--- src/rtl/pl0_sequencer.sv ---
// Instruction fetch/issue controller for pl0_machine: fetch -> load -> issue with valid/ready.
// Optional single-step pause after each accepted instruction when PL0_SEQ_STEP_EN is defined.
module pl0_sequencer #(
  parameter int               ADDR_W   = 8,
  parameter logic [ADDR_W-1:0] RESET_PC = '0,
  parameter logic [3:0]       HALT_OP  = 4'hF
) (
  input  logic              clk,
  input  logic              reset,
  input  logic              start,
`ifdef PL0_SEQ_STEP_EN
  input  logic              step,
`endif
  output logic              prog_rd,
  output logic [ADDR_W-1:0] prog_addr,
  input  logic [15:0]       prog_data,
  output logic [15:0]       instruction,
  output logic              instr_valid,
  input  logic              instr_ready,
  input  logic              branch_valid,
  input  logic [ADDR_W-1:0] branch_target,
  output logic [ADDR_W-1:0] pc,
  output logic              halted,
  output logic [15:0]       retired
);

  typedef enum logic [2:0] {
    S_IDLE,
    S_FETCH,
    S_LOAD,
    S_ISSUE,
`ifdef PL0_SEQ_STEP_EN
    S_PAUSE,
`endif
    S_HALT
  } state_t;

  state_t            state_q, state_d;
  logic [ADDR_W-1:0] pc_q, pc_d;
  logic [15:0]       instr_q, instr_d;
  logic [15:0]       retired_q, retired_d;

  always_ff @(posedge clk or posedge reset) begin
    if (reset) begin
      state_q   <= S_IDLE;
      pc_q      <= RESET_PC;
      instr_q   <= '0;
      retired_q <= '0;
    end else begin
      state_q   <= state_d;
      pc_q      <= pc_d;
      instr_q   <= instr_d;
      retired_q <= retired_d;
    end
  end

  always_comb begin
    state_d   = state_q;
    pc_d      = pc_q;
    instr_d   = instr_q;
    retired_d = retired_q;
    case (state_q)
      S_IDLE: begin
        if (start) state_d = S_FETCH;
      end
      S_FETCH: state_d = S_LOAD;
      S_LOAD: begin
        instr_d = prog_data;
        state_d = S_ISSUE;
      end
      S_ISSUE: begin
        if (instr_ready) begin
          retired_d = (retired_q == 16'hFFFF) ? retired_q : retired_q + 16'd1;
          if (instr_q[15:12] == HALT_OP) begin
            state_d = S_HALT;
          end else begin
            // pc+1 wraps naturally at the address width
            pc_d = branch_valid ? branch_target : pc_q + 1'b1;
`ifdef PL0_SEQ_STEP_EN
            state_d = S_PAUSE;
`else
            state_d = S_FETCH;
`endif
          end
        end
      end
`ifdef PL0_SEQ_STEP_EN
      S_PAUSE: begin
        if (step) state_d = S_FETCH;
      end
`endif
      S_HALT: begin
        if (start) begin
          pc_d      = RESET_PC;
          retired_d = '0;
          state_d   = S_FETCH;
        end
      end
      default: state_d = S_IDLE;
    endcase
  end

  assign prog_rd     = (state_q == S_FETCH);
  assign prog_addr   = pc_q;
  assign instruction = instr_q;
  assign instr_valid = (state_q == S_ISSUE);
  assign pc          = pc_q;
  assign halted      = (state_q == S_HALT);
  assign retired     = retired_q;

endmodule
--- config.mk ---
export PLATFORM = sky130hd
export DESIGN_NAME = pl0_sequencer
export DESIGN_NICKNAME = d
export VERILOG_FILES = /design/src/rtl/pl0_sequencer.sv
export SDC_FILE = /design/constraint.sdc
export NUM_CORES = 1
export LEC_CHECK = 0
export CAP_MARGIN = 40
export CORE_AREA = 2 2 69 85
export CTS_CLUSTER_SIZE = 20
export DETAILED_ROUTE_END_ITERATION = 16
export DIE_AREA = 0 0 71 87
export PLACE_DENSITY = 0.87
export SETUP_SLACK_MARGIN = 0.3
export SLEW_MARGIN = 0
export SYNTH_ARGS = -nofsm -noshare
export SYNTH_HDL_FRONTEND = slang
export SYNTH_SLANG_ARGS = --single-unit
export TNS_END_PERCENT = 10
--- constraint.sdc ---
create_clock -name clk -period 2.2 [get_ports clk]
set_input_delay 0.33 -clock clk [delete_from_list [all_inputs] [get_ports clk]]
set_output_delay 0.33 -clock clk [all_outputs]
set_load 0.05 [all_outputs]
==> run_1/congestion_map.png <==
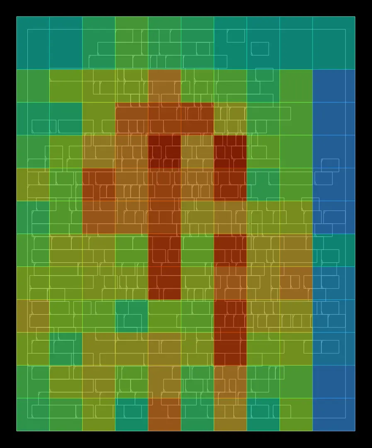
Avg WL per Cell: 16.0 um
met1 usage: 0.262
final core occ: 0.624
met3 usage: 0.0544
GR Util All Layers: 0.208

==> run_1/port_trees.png <==
The bar under the picture is 20 um long.
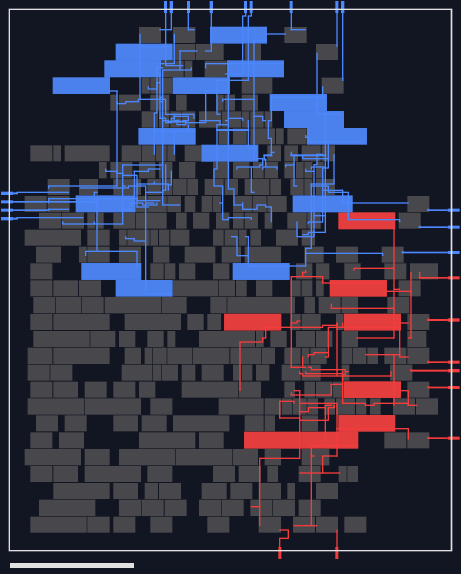
`retired`: shown in blue, direction output, edge 9 top, 4 left, 3 right, end cells 16, buffers 16, wire 822 um. `prog_addr`: shown in red, direction output, edge 6 right, 2 bottom, end cells 8, buffers 8, wire 393 um.

==> flow_metrics.py, run 1 <==
# Auto-generated metrics
metrics = {
    "global_route": {
        "grt_pass1_wl_um": 10200,
        "antenna_found_initial": 0,
        "overflow": 0,
    },
    "cts": {
        "numCtsBuffers": 5,
        "clkTransAtPathRegs_ns": 0.09,
        "hold_buffers": 0,
        "root_buffer": "clkbuf_8",
        "clock_path_buffers": 2,
        "post_cts_buffers": 0,
    },
    "run_status": {
        "run_status": "finished, final reports clean",
    },
    "route": {
        "ant_nets": 0,
        "drtPass1Iterations": 5,
        "routed.top_layer": "met4",
        "met3_wirelength_um": 459,
        "vias_per_cell": 5.81,
    },
    "pwr": {
        "p_leak_nw": 1.38,
        "clk-power_w": 0.000649,
        "pg_comb_w": 0.00301,
        "internal_power_w": 0.00251,
        "seqPwrFrac": 0.280,
        "power.density_mw_per_mm2": 1500,
        "sequentialPower_w": 0.00142,
    },
    "synth": {
        "synthTopLogicFamily": "simple AND/OR/NAND/NOR gates",
        "ys_sh_adder": 0.0104,
        "yosys_area_mm2": 0.00240,
        "synth_cell_type_count": 54,
        "yosysSeqAreaShare": 0.448,
        "edf_count": 0,
        "postSynthCellCount": 236,
        "top_area_cell": "dfrtp_1",
        "synthMuxAreaShare": 0.108,
        "synth_nets": 267,
        "synth_area_per_cell_um2": 10.2,
        "yosysWarnings": 0,
    },
    "layout": {
        "flop_area_mm2": 0.00108,
        "fill_cells": 460,
        "drive_above_1_share": 0.174,
        "finalNonFillerCells": 381,
        "antenna_cells": 0,
        "syn_to_final_growth_pct": 41.6,
        "lay_top_cells": "clkdlybuf4s50_1, dfrtp_1, nand2_1, mux2_2",
    },
    "timing": {
        "slew_viol_final": 0,
        "relSlewSlack": 0.587,
        "rsz0062_at_grt": "true",
    },
    "setup_path": {
        "crit_type": "reg2out",
        "cp_slowest_cell": "clkdlybuf4s50_1",
        "r2r_slack_ns": 0.31,
    },
    "floorplan": {
        "chip_area_mm2": 0.00618,
        "fp.dieH_um": 87,
    },
}
==> run_1/m3.png <==
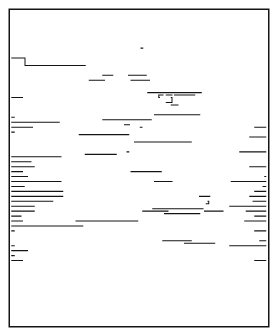
The layer carries 460 um of wire. The layer holds 7.6% of the routed length. 67 nets have wire on it. The wires run mostly horizontal. The longest straight run is 19.6 um.
vias: 2214
detailed-route wire length: 6080 um

-- run 1: stage by stage --
step	utilization	power [W]	worst slack (ns)	hold WS (ns)	area, um2
2_1_floorplan	-	0.00353	0.197	0.442	2410
3_3_place_gp	0.600	0.00438	0.309	0.490	3270
3_5_place_dp	0.600	0.00445	0.275	0.495	3270
4_1_cts	0.621	0.00511	0.234	0.336	3380
5_1_grt	0.624	0.00535	0.198	0.381	3400
6_report	0.624	0.00508	0.249	0.321	3400
-- run 1: final cells by class --
type	count	share of cell area
Clock buffer	5	0.0203
Clock inverter	3	0.0140
Inverter	7	0.0118
Multi-Input combinational cell	167	0.344
Sequential cell	43	0.319
Tap cell	64	0.0236
Timing Repair Buffer	92	0.267
-- run 1: timing repair --
item,CTS,global route
endpoints found under the setup margin,27,43
endpoints found under the hold margin,0,0
resized,2,4
-- run 1: synth_stat cells (4+ instances only) --
cell / count
dfrtp_1: 43
nand2_1: 24
mux2_2: 16
nand3_1: 14
a21oi_1: 9
buf_4: 9
o21ai_0: 9
mux2i_1: 8
nand4_1: 7
a31oi_1: 6
nor3_1: 6
o31ai_1: 6
inv_1: 5
nor4_1: 5
buf_2: 4
clkbuf_1: 4
nor2_1: 4
-- run 1: worst paths after layout --
check / startpoint / to / cells past startpoint
min reg2reg: instruction[8]$_DFFE_PP0N_ / instruction[8]$_DFFE_PP0N_ / 1
min in group clk: instruction[8]$_DFFE_PP0N_ / instruction[8]$_DFFE_PP0N_ / 1
min: reset / instruction[1]$_DFFE_PP0N_ / 2
max reg2reg: retired[0]$_DFFE_PP0P_ / retired[15]$_DFFE_PP0P_ / 5
max: pc[6]$_DFFE_PP0P_ / pc[6] / 1
max in group asynchronous: reset / retired[8]$_DFFE_PP0P_ / 3
==> run 2: changes to the inputs <==
CORE_AREA = 2 2 84 70   (was 2 2 69 85)
DIE_AREA = 0 0 86 72   (was 0 0 71 87)
TNS_END_PERCENT = 5   (was 10)
==> run_2/m3.png <==
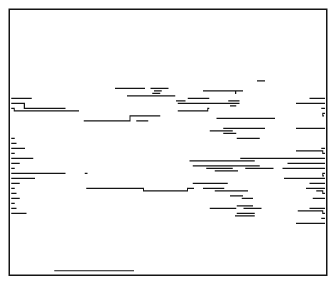
The longest straight run is 22.8 um. The wires run mostly horizontal. 72 nets have wire on it. The layer holds 8.0% of the routed length.

==> run_2/m1.png <==
The bar under the picture is 20 um long.
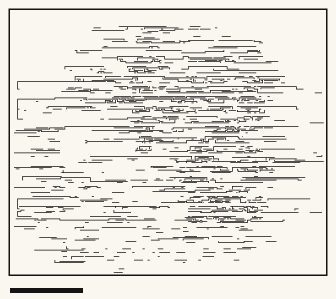
300 nets have wire on it. The layer holds 44% of the routed length. The layer carries 2840 um of wire.
met1 usage: 0.291
detailed-route wire length: 6440 um
vias: 2222

==> flow_metrics.py, run 2 <==
# Auto-generated metrics
metrics = {
    "run_status": {
        "run_status": "finished, final reports clean",
    },
    "timing": {
        "slew_viol_final": 0,
        "layout_setup_ws_ns": 0.229,
        "rsz0062_at_grt": "true",
        "relSlewSlack": 0.620,
    },
    "layout": {
        "final_cell_area_mm2": 0.00338,
        "post-route-util": 0.636,
        "finalNonFillerCells": 380,
        "lay_top_cells": "clkdlybuf4s50_1, dfrtp_1, nand2_1, mux2_2, nand3_1",
        "syn_to_final_growth_pct": 40.9,
        "antenna_cells": 0,
    },
    "synth": {
        "synth_nets": 267,
        "top_area_cell": "dfrtp_1",
        "yosys_area_mm2": 0.00240,
        "yosysSeqAreaShare": 0.448,
        "synth_area_per_cell_um2": 10.2,
        "edf_count": 0,
        "postSynthCellCount": 236,
        "ys_top_cells_by_count": "dfrtp_1, nand2_1, mux2_2",
        "synth_cell_type_count": 54,
        "synth.most_common_cell": "dfrtp_1",
    },
    "global_route": {
        "grt_usage": 0.208,
        "overflow": 0,
        "antenna_found_initial": 0,
    },
    "placed_design": {
        "pre_cts_slack_ns": 0.155,
        "place_area_mm2": 0.00324,
    },
    "cts": {
        "cts_resized": 2,
        "post_cts_buffers": 0,
        "root_buffer": "clkbuf_8",
        "numCtsBuffers": 5,
        "clock_path_buffers": 2,
        "hold_buffers": 0,
        "clkTransAtPathRegs_ns": 0.08,
    },
    "pwr": {
        "clk-power_w": 0.000662,
        "power.density_mw_per_mm2": 1510,
        "pg_comb_w": 0.00301,
        "finalPower_w": 0.00510,
        "seqPwrFrac": 0.279,
        "internal_power_w": 0.00253,
    },
    "route": {
        "ant_nets": 0,
        "drtPass1Iterations": 5,
    },
    "floorplan": {
        "chip_area_mm2": 0.00619,
        "fp.dieH_um": 72,
    },
    "setup_path": {
        "reg2reg_depth": 5,
        "r2r_slack_ns": 0.24,
        "cp_slowest_cell": "clkdlybuf4s50_1",
        "r2r-end": "retired[9]$_DFFE_PP0P_",
    },
}
==> run_2/port_trees.png <==
The bar under the picture is 20 um long.
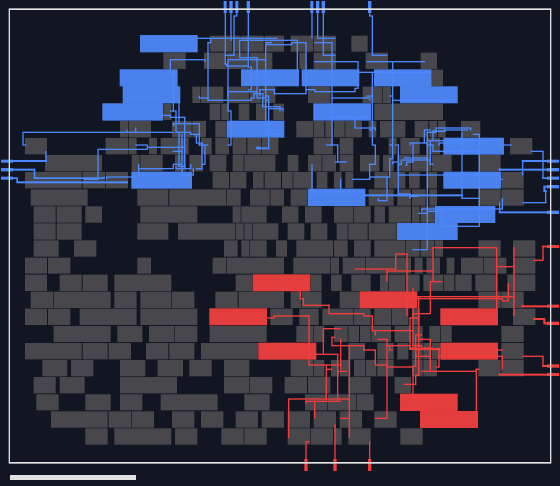
`retired`: shown in blue, direction output, edge 8 top, 5 right, 3 left, end cells 16, buffers 16, wire 797 um. `prog_addr`: shown in red, direction output, edge 5 right, 3 bottom, end cells 8, buffers 8, wire 413 um.
num ports: 80
port bufs: 79

run 2: cell count changes in the layout (fill, tap and decap cells not counted), sizes merged:
cell           change
dlymetal6s2s       -1
clkinv             -2
buf                -2
dlygate4sd2        -2
clkdlybuf4s50      +3
inv                +1
clkbuf             +1
run 2: cell type report:
cell class	instances	area, um2
fill	439	1930
clock buffer	6	82.6
inverter	7	40.0
timing repair buffer	90	881
sequential	43	1080
clock inverter	2	38.8
multi-input combinational	167	1180
tap	65	81.3
run 2: worst max path at each step:
stage	from	end	cells past startpoint
2_1_floorplan	retired[11]$_DFFE_PP0P_	retired[9]$_DFFE_PP0P_	4
3_3_place_gp	state_q[0]$_DFFE_PP0P_	pc[7]$_DFFE_PP0P_	4
3_5_place_dp	state_q[0]$_DFFE_PP0P_	pc[7]$_DFFE_PP0P_	4
4_1_cts	retired[0]$_DFFE_PP0P_	retired[0]$_DFFE_PP0P_	6
5_1_grt	retired[0]$_DFFE_PP0P_	retired[0]$_DFFE_PP0P_	6
6_report	pc[4]$_DFFE_PP0P_	prog_addr[4]	1
run 2: kinds of logic after synthesis:
group                    count (synthesis)  synth area share
AND/OR/NAND/NOR                         84             0.195
AND-OR/OR-AND                           57             0.169
flip-flops                              43             0.448
buffers and inverters                   26            0.0683
multiplexers                            24             0.108
adder cells (fa/ha/maj)                  2            0.0104
run 2: routing by layer:
| metal | track usage | routed length, um |
|---|---|---|
| met1 | 0.291 | 2840 |
| met5 | 0 | 0 |
| met3 | 0.0512 | 516 |
| met2 | 0.327 | 3030 |
| met4 | 0.0547 | 56 |
run 2: worst reg2reg max path: cells and delay by family, from the launching register on:
family	cells	cell delay, ns
compound gates	1	0.23
fa+ha+maj	1	0.21
flops	1	0.42
simple gates	3	0.98
==> run 3: changes to the inputs <==
clock period = 1.89 ns   (was 2.2 ns; I/O delays follow)
==> run_3/congestion_map.png <==
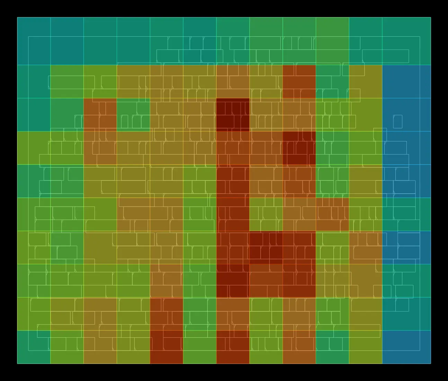
gr busiest metal: met2
final core occ: 0.714
met3 usage: 0.0444
met1 usage: 0.301
Avg WL per Cell: 17.6 um

==> run_3/m2.png <==
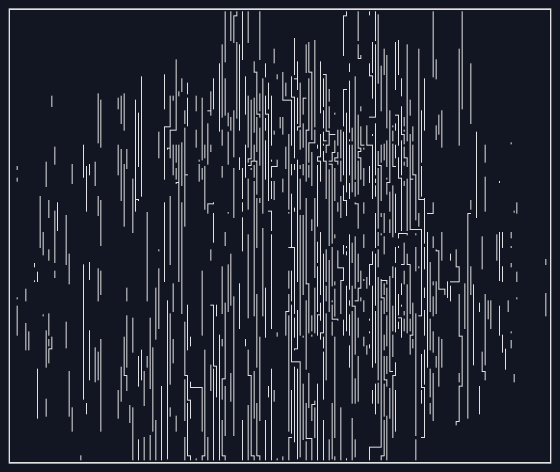
The layer carries 3340 um of wire. 331 nets have wire on it. The wires run mostly vertical. The layer holds 47% of the routed length. The longest straight run is 32.6 um.
vias: 2438
met2 Resource Use GR: 0.315
detailed-route wire length: 7040 um

==> run_3/m3.png <==
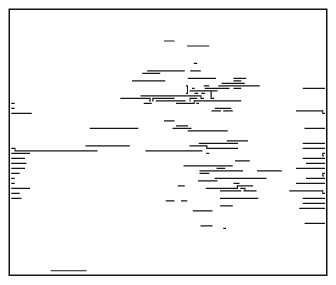
The longest straight run is 22.3 um. The wires run mostly horizontal.

==> flow_metrics.py, run 3 <==
# Auto-generated metrics
metrics = {
    "synth": {
        "top_area_cell": "dfrtp_1",
        "synth_cell_type_count": 54,
        "synth_nets": 267,
        "postSynthCellCount": 236,
        "yosysSeqAreaShare": 0.448,
        "yosys_area_mm2": 0.00240,
        "synth_area_per_cell_um2": 10.2,
    },
    "timing": {
        "relSlewSlack": 0.651,
        "slew_viol_final": 0,
        "rsz0062_at_grt": "true",
    },
    "layout": {
        "final_cell_area_mm2": 0.00379,
        "lay_top_cells": "buf_4, dlymetal6s2s_1, dfrtp_1, clkdlybuf4s50_1, nand2_1",
        "fill_cells": 361,
        "syn_to_final_growth_pct": 58.1,
        "finalNonFillerCells": 401,
        "comb_area_mm2": 0.00133,
        "flop_area_mm2": 0.00109,
        "antenna_cells": 0,
    },
    "floorplan": {
        "chip_area_mm2": 0.00619,
        "boundaryPins": 80,
        "fp.dieH_um": 72,
    },
    "placed_design": {
        "portBuffers": 79,
    },
    "route": {
        "ant_nets": 0,
        "drtPass1Iterations": 5,
    },
    "cts": {
        "clock_path_buffers": 2,
        "numCtsBuffers": 5,
        "root_buffer": "clkbuf_8",
        "clkTransAtPathRegs_ns": 0.08,
    },
    "run_status": {
        "run_status": "finished, final reports clean",
    },
    "setup_path": {
        "critical_path_depth": 4,
        "cp-startpoint": "retired[5]$_DFFE_PP0P_",
        "worstSetupEndpoint": "retired[14]$_DFFE_PP0P_",
        "r2r-end": "retired[14]$_DFFE_PP0P_",
        "cp_slowest_cell": "nor4_1",
        "reg2reg_depth": 4,
    },
    "global_route": {
        "overflow": 0,
        "antenna_found_initial": 0,
        "grt_usage": 0.208,
    },
    "pwr": {
        "power.density_mw_per_mm2": 1680,
    },
}
run 3: cell counts after synthesis:
Identical to the previous run, type by type.
run 3: per-stage QoR:
step	power, W	setup TNS, ns	worst slack [ns]
2_1_floorplan	0.00412	-0.0793	-0.0495
3_3_place_gp	0.00525	0	0.0599
3_5_place_dp	0.00533	-0.0729	-0.0374
4_1_cts	0.00609	0	0.0217
5_1_grt	0.00667	0	0.00500
6_report	0.00636	0	0.128
run 3: cell families after synthesis:
group	Yosys count	share of synthesized area
AND/OR/NAND/NOR	84	0.195
AND-OR/OR-AND	57	0.169
multiplexers	24	0.108
flip-flops	43	0.448
adder cells (fa/ha/maj)	2	0.0104
buffers and inverters	26	0.0683
run 3: repair_timing:
item,CTS,global route
hold buffers,0,0
endpoints found under the setup margin,62,78
buffers inserted,5,2
gates resized,7,86
hold endpoints to repair,0,0
pin swaps,2,22
run 3: layer usage:
metal | part of all wire | vias to the layer above | GRT usage
li1 | - | 1097 | -
met1 | 0.42 | 1172 | 0.301
met2 | 0.47 | 144 | 0.315
met3 | 0.075 | 25 | 0.0444
met4 | 0.028 | 0 | 0.0600
met5 | 0 | - | 0
run 3: layout make-up:
cell class                      instances  area share
Sequential cell                        43       0.288
Clock inverter                          2     0.00989
Clock buffer                            6      0.0191
Inverter                                7      0.0115
Tap cell                               65      0.0214
Timing Repair Buffer                  111       0.299
Multi-Input combinational cell        167       0.351
run 3: report_power, final:
| group | internal, W | switching (W) |
|---|---|---|
| logic | 0.00151 | 0.00250 |
| registers | 0.00128 | 0.000357 |
| clock network | 0.000395 | 0.000321 |
| total | 0.00319 | 0.00317 |
run 3: tightest hold or removal path: stages:
cell and delay (ns):
clkdlybuf4s50_1 0.40, inv_1 0.09, buf_4 0.29
Power and IR drop assume default switching activity.
